$ cat src/rtl/ysyx_22051013_lsu_axi_master_pkg.sv
`default_nettype none
// +----------------------------------------------------------------------+
// | Module      : ysyx_22051013_lsu_axi_master_pkg                       |
// | Description : Shared types and constants for the LSU data-side AXI4  |
// |               master: FSM states, AXI field codes, data_size codes.  |
// | Revision    : 1.0 - initial release                                  |
// +----------------------------------------------------------------------+
package ysyx_22051013_lsu_axi_master_pkg;

   // Level at which rst is considered asserted across the pipeline
   localparam logic RST_ACTIVE = 1'b1;

   typedef enum logic [2:0] {
      ST_IDLE  = 3'd0,
      ST_RADDR = 3'd1,
      ST_RDATA = 3'd2,
      ST_WREQ  = 3'd3,
      ST_WRESP = 3'd4,
      ST_RESP  = 3'd5
   } state_t;

   localparam logic [1:0] BURST_INCR = 2'b01;
   localparam logic [1:0] RESP_OKAY  = 2'b00;

   localparam logic [2:0] DSIZE_NONE = 3'b000;
   localparam logic [2:0] DSIZE_B    = 3'b011;
   localparam logic [2:0] DSIZE_H    = 3'b100;
   localparam logic [2:0] DSIZE_W    = 3'b101;
   localparam logic [2:0] DSIZE_D    = 3'b110;

   // LSU size code to AXI AxSIZE; "none" (and anything unknown) means a full doubleword
   function automatic logic [2:0] dsize_to_axsize(input logic [2:0] ds);
      logic [2:0] sz;
      case (ds)
         DSIZE_B:    sz = 3'd0;
         DSIZE_H:    sz = 3'd1;
         DSIZE_W:    sz = 3'd2;
         DSIZE_D:    sz = 3'd3;
         DSIZE_NONE: sz = 3'd3;
         default:    sz = 3'd3;
      endcase
      return sz;
   endfunction

   // True when the byte address is not naturally aligned to the access size
   function automatic logic misaligned(input logic [2:0] ds, input logic [2:0] lsb);
      logic m;
      case (ds)
         DSIZE_B: m = 1'b0;
         DSIZE_H: m = lsb[0];
         DSIZE_W: m = |lsb[1:0];
         default: m = |lsb;
      endcase
      return m;
   endfunction

endpackage
`default_nettype wire

$ cat src/rtl/ysyx_22051013_axi_wr_join.sv
`default_nettype none
// +----------------------------------------------------------------------+
// | Module      : ysyx_22051013_axi_wr_join                              |
// | Description : Drives AWVALID/WVALID for one single-beat write and    |
// |               reports when both channels have handshaken, in any     |
// |               order or in the same cycle.                            |
// | Revision    : 1.0 - initial release                                  |
// +----------------------------------------------------------------------+
module ysyx_22051013_axi_wr_join
   import ysyx_22051013_lsu_axi_master_pkg::*;
(
   input  logic clk,
   input  logic rst,
   input  logic active,
   input  logic awready,
   input  logic wready,
   output logic awvalid,
   output logic wvalid,
   output logic issued
);

   logic aw_done;
   logic w_done;
   logic aw_fire;
   logic w_fire;

   assign awvalid = active & ~aw_done;
   assign wvalid  = active & ~w_done;
   assign aw_fire = awvalid & awready;
   assign w_fire  = wvalid & wready;
   assign issued  = active & (aw_done | aw_fire) & (w_done | w_fire);

   // Remember which channel has already completed; cleared once the pair is issued
   always_ff @(posedge clk) begin
      if (rst == RST_ACTIVE || !active || issued) begin
         aw_done <= 1'b0;
         w_done  <= 1'b0;
      end else begin
         if (aw_fire) aw_done <= 1'b1;
         if (w_fire)  w_done  <= 1'b1;
      end
   end

endmodule
`default_nettype wire

$ cat src/rtl/ysyx_22051013_lsu_axi_master.sv
`default_nettype none
// +----------------------------------------------------------------------+
// | Module      : ysyx_22051013_lsu_axi_master                           |
// | Description : Converts one LSU load/store into a single-beat AXI4    |
// |               transaction and returns data/completion to the LSU     |
// |               with a valid/ready handshake.                          |
// |               Optional: YSYX_22051013_DMEM_ALIGN_CHK_EN rejects      |
// |               misaligned requests locally with bus_err.              |
// | Revision    : 1.0 - initial release                                  |
// +----------------------------------------------------------------------+
module ysyx_22051013_lsu_axi_master
   import ysyx_22051013_lsu_axi_master_pkg::*;
#(
   parameter int ADDR_W = 64,
   parameter int DATA_W = 64,
   parameter int ID_W   = 4,
   parameter int AXI_ID = 1
) (
   input  logic              clk,
   input  logic              rst,
   // LSU side
   input  logic              re,
   input  logic              we,
   input  logic [ADDR_W-1:0] data_pc,
   input  logic [DATA_W-1:0] data_o,
   input  logic [7:0]        wlen,
   input  logic [2:0]        data_size,
   input  logic              core_ready,
   output logic [DATA_W-1:0] data_temp,
   output logic              data_valid,
   output logic              bus_err,
   // AR
   output logic              arvalid,
   input  logic              arready,
   output logic [ADDR_W-1:0] araddr,
   output logic [ID_W-1:0]   arid,
   output logic [7:0]        arlen,
   output logic [2:0]        arsize,
   output logic [1:0]        arburst,
   // R
   input  logic              rvalid,
   output logic              rready,
   input  logic [DATA_W-1:0] rdata,
   input  logic [ID_W-1:0]   rid,
   input  logic [1:0]        rresp,
   input  logic              rlast,
   // AW
   output logic              awvalid,
   input  logic              awready,
   output logic [ADDR_W-1:0] awaddr,
   output logic [ID_W-1:0]   awid,
   output logic [7:0]        awlen,
   output logic [2:0]        awsize,
   output logic [1:0]        awburst,
   // W
   output logic              wvalid,
   input  logic              wready,
   output logic [DATA_W-1:0] wdata,
   output logic [7:0]        wstrb,
   output logic              wlast,
   // B
   input  logic              bvalid,
   output logic              bready,
   input  logic [ID_W-1:0]   bid,
   input  logic [1:0]        bresp
);

   state_t            state;
   state_t            state_nxt;
   logic [ADDR_W-1:0] addr_q;
   logic [DATA_W-1:0] wdata_q;
   logic [7:0]        wstrb_q;
   logic [2:0]        axsize_q;
   logic              wr_issued;
   logic              req_misaligned;
   logic              unused_ok;

   // Single-beat transfers only; IDs, RLAST and BID carry no information here
   assign unused_ok = ^{rid, rlast, bid};

`ifdef YSYX_22051013_DMEM_ALIGN_CHK_EN
   assign req_misaligned = misaligned(data_size, data_pc[2:0]);
`else
   assign req_misaligned = 1'b0;
`endif

   assign arvalid    = (state == ST_RADDR);
   assign rready     = (state == ST_RDATA);
   assign bready     = (state == ST_WRESP);
   assign data_valid = (state == ST_RESP);

   assign araddr  = addr_q;
   assign arid    = ID_W'(AXI_ID);
   assign arlen   = 8'd0;
   assign arsize  = axsize_q;
   assign arburst = BURST_INCR;

   assign awaddr  = addr_q;
   assign awid    = ID_W'(AXI_ID);
   assign awlen   = 8'd0;
   assign awsize  = axsize_q;
   assign awburst = BURST_INCR;

   assign wdata = wdata_q;
   assign wstrb = wstrb_q;
   assign wlast = 1'b1;

   ysyx_22051013_axi_wr_join u_wr_join (
      .clk     (clk),
      .rst     (rst),
      .active  (state == ST_WREQ),
      .awready (awready),
      .wready  (wready),
      .awvalid (awvalid),
      .wvalid  (wvalid),
      .issued  (wr_issued)
   );

   // State register
   always_ff @(posedge clk) begin
      if (rst == RST_ACTIVE) state <= ST_IDLE;
      else                   state <= state_nxt;
   end

   // Next-state logic; loads take priority over a simultaneous store
   always_comb begin
      state_nxt = state;
      case (state)
         ST_IDLE: begin
            if (re)      state_nxt = req_misaligned ? ST_RESP : ST_RADDR;
            else if (we) state_nxt = req_misaligned ? ST_RESP : ST_WREQ;
         end
         ST_RADDR: if (arready)    state_nxt = ST_RDATA;
         ST_RDATA: if (rvalid)     state_nxt = ST_RESP;
         ST_WREQ:  if (wr_issued)  state_nxt = ST_WRESP;
         ST_WRESP: if (bvalid)     state_nxt = ST_RESP;
         ST_RESP:  if (core_ready) state_nxt = ST_IDLE;
         default:                  state_nxt = ST_IDLE;
      endcase
   end

   // Request latches and response capture; response fields stay frozen in RESP
   always_ff @(posedge clk) begin
      if (rst == RST_ACTIVE) begin
         addr_q    <= '0;
         wdata_q   <= '0;
         wstrb_q   <= '0;
         axsize_q  <= '0;
         data_temp <= '0;
         bus_err   <= 1'b0;
      end else begin
         case (state)
            ST_IDLE: begin
               if (re || we) begin
                  addr_q    <= data_pc;
                  axsize_q  <= dsize_to_axsize(data_size);
                  data_temp <= '0;
                  bus_err   <= req_misaligned;
                  if (!re) begin
                     wdata_q <= data_o;
                     wstrb_q <= wlen;
                  end
               end
            end
            ST_RDATA: begin
               if (rvalid) begin
                  data_temp <= rdata;
                  bus_err   <= (rresp != RESP_OKAY);
               end
            end
            ST_WRESP: begin
               if (bvalid) begin
                  data_temp <= '0;
                  bus_err   <= (bresp != RESP_OKAY);
               end
            end
            default: ;
         endcase
      end
   end

endmodule
`default_nettype wire

$ cat config.mk
export PLATFORM = sky130hd
export DESIGN_NAME = ysyx_22051013_lsu_axi_master
export DESIGN_NICKNAME = d
export VERILOG_FILES = /design/src/rtl/ysyx_22051013_lsu_axi_master_pkg.sv /design/src/rtl/ysyx_22051013_axi_wr_join.sv /design/src/rtl/ysyx_22051013_lsu_axi_master.sv
export SDC_FILE = /design/constraint.sdc
export NUM_CORES = 1
export LEC_CHECK = 0
export CAP_MARGIN = 5
export CORE_AREA = 2 2 205 207
export DETAILED_ROUTE_END_ITERATION = 8
export DIE_AREA = 0 0 207 209
export HOLD_SLACK_MARGIN = 0.02
export PLACE_DENSITY_LB_ADDON = 0.25
export SLEW_MARGIN = 0
export SYNTH_ARGS = -nofsm -noshare
export SYNTH_HDL_FRONTEND = slang
export SYNTH_SLANG_ARGS = --single-unit
$ cat constraint.sdc
create_clock -name clk -period 1.6 [get_ports clk]
set_input_delay 0.32 -clock clk [delete_from_list [all_inputs] [get_ports clk]]
set_output_delay 0.32 -clock clk [all_outputs]
set_load 0.05 [all_outputs]
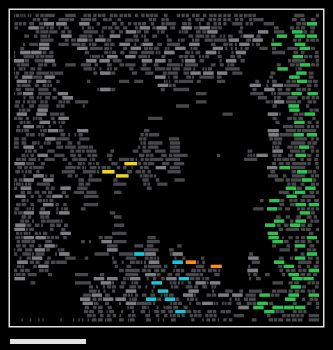
Figure 1: sequential cells grouped by signal name.
Scale bar: 50 microns. Other sequential cells in the stronger gray, the rest of the logic in the fainter gray.
legend:
  data_temp:
    color: green
    sequential_cells: 64
    where: a column on the right
  wstrb:
    color: cyan
    sequential_cells: 8
    where: bottom middle
  arsize:
    color: orange
    sequential_cells: 2
  state:
    color: yellow
    sequential_cells: 3

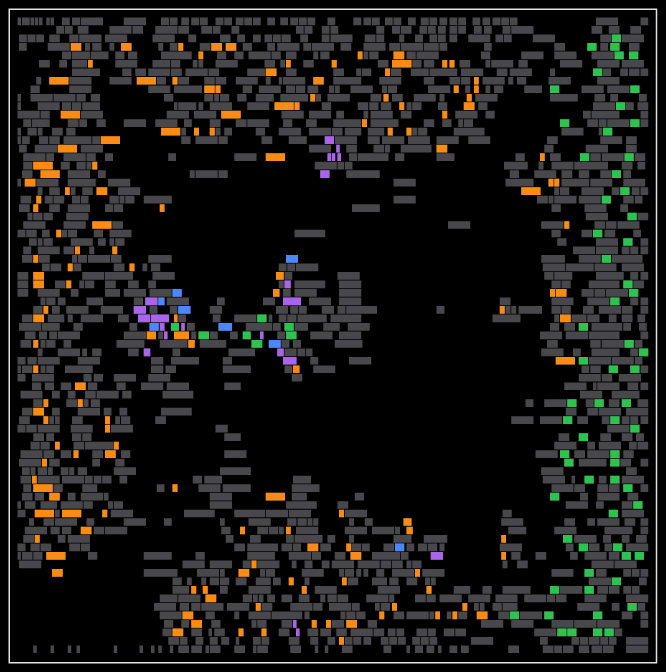
Figure 2: gate-type map.
legend:
  NAND gates:
    color: orange
    cells: 145
    where: widely spread
  AND and OR gates:
    color: blue
    cells: 8
  NOR gates:
    color: purple
    cells: 22
  AND-OR and OR-AND gates:
    color: green
    cells: 71
    where: a column on the right

==> impl_metrics.csv <==
group,metric,value,unit
drt,routed_wl,41.5,mm
logic_synthesis,synth-edff-count,0,
floorplanning,die_w,207,microns
critical_path,reg2reg_from,"state[1]",
min_path,min_path_type,"in2reg",
run,cap_violations,0,
clock_network,cts_made_buffers,25,
logic_synthesis,flop_cell,"dfxtp_1",
floorplanning,die_area,43300,sq um
finish,drive_gt1_share,48.9,%
floorplanning,coreArea,41300,sq um
critical_path,crit_cells,4,
sta,worst_pin_slew,0.625,ns
drt,drt_first_pass_iters,5,
global_routing,grt_pass1_vias,8791,
power,ir_worst_vdd,0.000663,V
logic_synthesis,synthCells,934,
place,pre_cts_slack,-0.516,ns
floorplanning,ios,532,
critical_path,slowest_delay,0.39,ns
critical_path,crit_path_end,"rready",
sta,rsz0062_at_grt,"yes",
critical_path,path_buffers,3,
critical_path,setup.worst_path.class,"reg2out",
floorplanning,fp.dieH,209,microns
global_routing,grt_start_max_net_pins,66,
sta,setup_ws,-0.340,ns
clock_network,cts.reportedPaths.clkPinSlew,0.07,ns
logic_synthesis,ys_seq_share,49.9,%
clock_network,h-tree-depth,1,
status,violations,"negative setup slack",
logic_synthesis,async_flop_share,0,%
status,outcome,"finished, violations left",
run,warnings,38,
critical_path,crit_fanout,5,
power,total_power,22.6,mW
clock_network,cts_tree,"yes",
clock_network,clockBufferDepth,3,
drt,wl_met3,2.75,mm
finish,nFillCells,3970,
global_routing,grt-ovfl-total,0,
critical_path,critical_path.top_delay_family,"simple AND/OR/NAND/NOR gates",
clock_network,cts.sinks,208,
critical_path,cp.required,1.28,ns
floorplanning,fp_util,20.2,%
critical_path,r2r_setup_slack,-0.26,ns
drt,vias,8959,
sta,drv_slew,0,
sta,final_hold_viol_count,0,
finish,final_layout_top_logic_cells,"buf_4 (281), clkdlybuf4s50_1 (215), dfxtp_1 (200)",
finish,antenna_cells,0,
drt,wl_met2,20.4,mm
clock_network,insertion_delay,0.54,ns
drt,routed_via_density,4.53,
global_routing,antenna_found_initial,0,
critical_path,startpoint,"state[1]",
critical_path,cp_cell_sequence,"or3b_4 -> buf_6 -> inv_4 -> buf_12",
sta,setup_violations,208,
sta,fin_crit,1.94,ns
logic_synthesis,yosysCellCount,934,
power,power.leakage,6.63,nW
global_routing,grt.total_usage,17.4,%
power,powerDensity,1330,nW/um^2
sta,max_freq,516,MHz
critical_path,reg2reg_to,"data_temp[3]",
place,dpl.hpwl,23.8,mm
drt,final_antenna_net_count,0,
sta,relSlewSlack,58.3,%
drt,highest_layer,"met4",
place,gp_congestion,0.753,
drt,wl_met1,17.8,mm
logic_synthesis,synth.distinct_cells,39,
finish,lay_top_count,"buf_4",
place,io_buffers,491,
drt,drt-initial-drc-count,487,
critical_path,start_kind,"flop",
logic_synthesis,yosysWarningCount,0,
critical_path,crit_path_top_delay_cell,"or3b_4",
logic_synthesis,ys.flops,208,
drt,drt_drc_violations_left,0,
sta,fin_skew,0.0136,ns
finish,nNetsFinal,1648,
global_routing,grt_pass1_wl,57.6,mm
logic_synthesis,ys_area,8340,sq um
critical_path,worst_ep_arrival_time,1.62,ns
sta,finalCritPeriodShare,121,%
finish,area_growth,104,%
critical_path,r2r_cells,7,
critical_path,cp-end-kind,"output port",
clock_network,clock_tree.root_cell,"clkbuf_16",
drt,wl_per_cell,21.0,microns
logic_synthesis,syn_area,8340,sq um
logic_synthesis,syn_area_per_cell,8.93,sq um
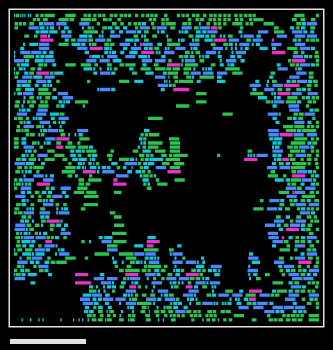
Figure 3: placement by cell class.
Scale bar: 50 microns.
legend:
  other buffers and delay cells:
    color: green
    cells: 621
  clock drivers and dummy loads:
    color: magenta
    cells: 44
  flops:
    color: blue
    cells: 208
  combinational and other logic:
    color: cyan
    cells: 566
Rows: 75
final core utilization: 41.1%

-- layout make-up --
class	instances	area [sq um]	area share, %
well taps	539	674	3.97
repair buffers	621	6820	40.2
inverters	3	18.8	0.111
clock inverters	5	104	0.612
flip-flops and latches	208	4180	24.6
multi-input cells	563	4410	26.0
clock buffers	39	768	4.52
-- flip-flops by register name, summed over array words and instances (netlist names) --
register	flops
u_wr_join.w_done	1
state	3
data_temp	64
wdata	64
arsize	2
u_wr_join.aw_done	1
wstrb	8
bus_err	1
araddr	64
-- per-stage QoR --
stage / std cells / instance area [sq um] / TNS (ns) / utilization (%) / hold slack, ns
2_1_floorplan: 963 / 8460 / -0.580 / - / 0.430
3_3_place_gp: 1861 / 13400 / -54.85 / 32.4 / 0.460
3_5_place_dp: 1861 / 13400 / -66.25 / 32.4 / 0.456
4_1_cts: 1968 / 15900 / -56.19 / 38.6 / 0.134
5_1_grt: 1978 / 17000 / -45.36 / 41.1 / 0.121
6_report: 1978 / 17000 / -35.50 / 41.1 / 0.136
-- kinds of logic (layout without fill, tap and decap cells) --
family,after synthesis,after routing,synth area share [%]
buf+inv,192,668,13.9
simple gates,175,175,10.9
other cells,2,31,0.0901
xor+xnor,1,1,0.105
compound gates,356,356,25.0
flops,208,208,49.9
-- repair_timing --
action,4_1_cts,5_1_grt
hold buffers,0,0
endpoints found under the setup margin,173,214
cloned,26,13
gates resized,285,225
hold endpoints to repair,0,0
pin swaps,60,101
buffers inserted,37,11
-- per-layer routing --
layer  vias up  global-route usage (%)
met5         -                       0
met4         0                    3.08
met3        39                    4.82
met2       349                    29.1
met1      4338                    22.5
li1       4233                       -
-- worst min path at each step --
stage                     depth (start not counted)             to           from  slack [ns]
after floorplan                                   1      arsize[0]   data_size[0]        0.43
after global placement                            1  data_temp[46]  data_temp[46]        0.46
after detailed placement                          1  data_temp[61]  data_temp[61]        0.46
after CTS                                         2      wdata[32]            rst        0.13
after global routing                              2      wdata[32]            rst        0.12
final                                             2      wdata[32]            rst        0.14
-- cells in the mapped netlist, drive strengths merged, types with 3 or more instances --
cell	count	share of area, %
or3b	3	0.32
dfxtp	208	50
nand3	136	8.2
a211oi	3	0.27
a22o	64	6.7
a311oi	3	0.53
nor2	14	0.63
a21oi	140	8.4
clkbuf	64	2.9
nand2b	5	0.38
o21ai	138	8.3
buf	125	11
inv	3	0.14
nor3	3	0.18
-- report_power, final --
group | switching (mW) | leakage [nW] | internal, mW | total [mW]
clock network | 2.32 | 0.430 | 3.76 | 6.08
registers | 0.468 | 1.70 | 5.62 | 6.08
logic | 5.89 | 4.50 | 4.59 | 10.5
total | 8.68 | 6.63 | 14.0 | 22.6
Power figures rest on the tool's default switching activity, not on a simulated workload.
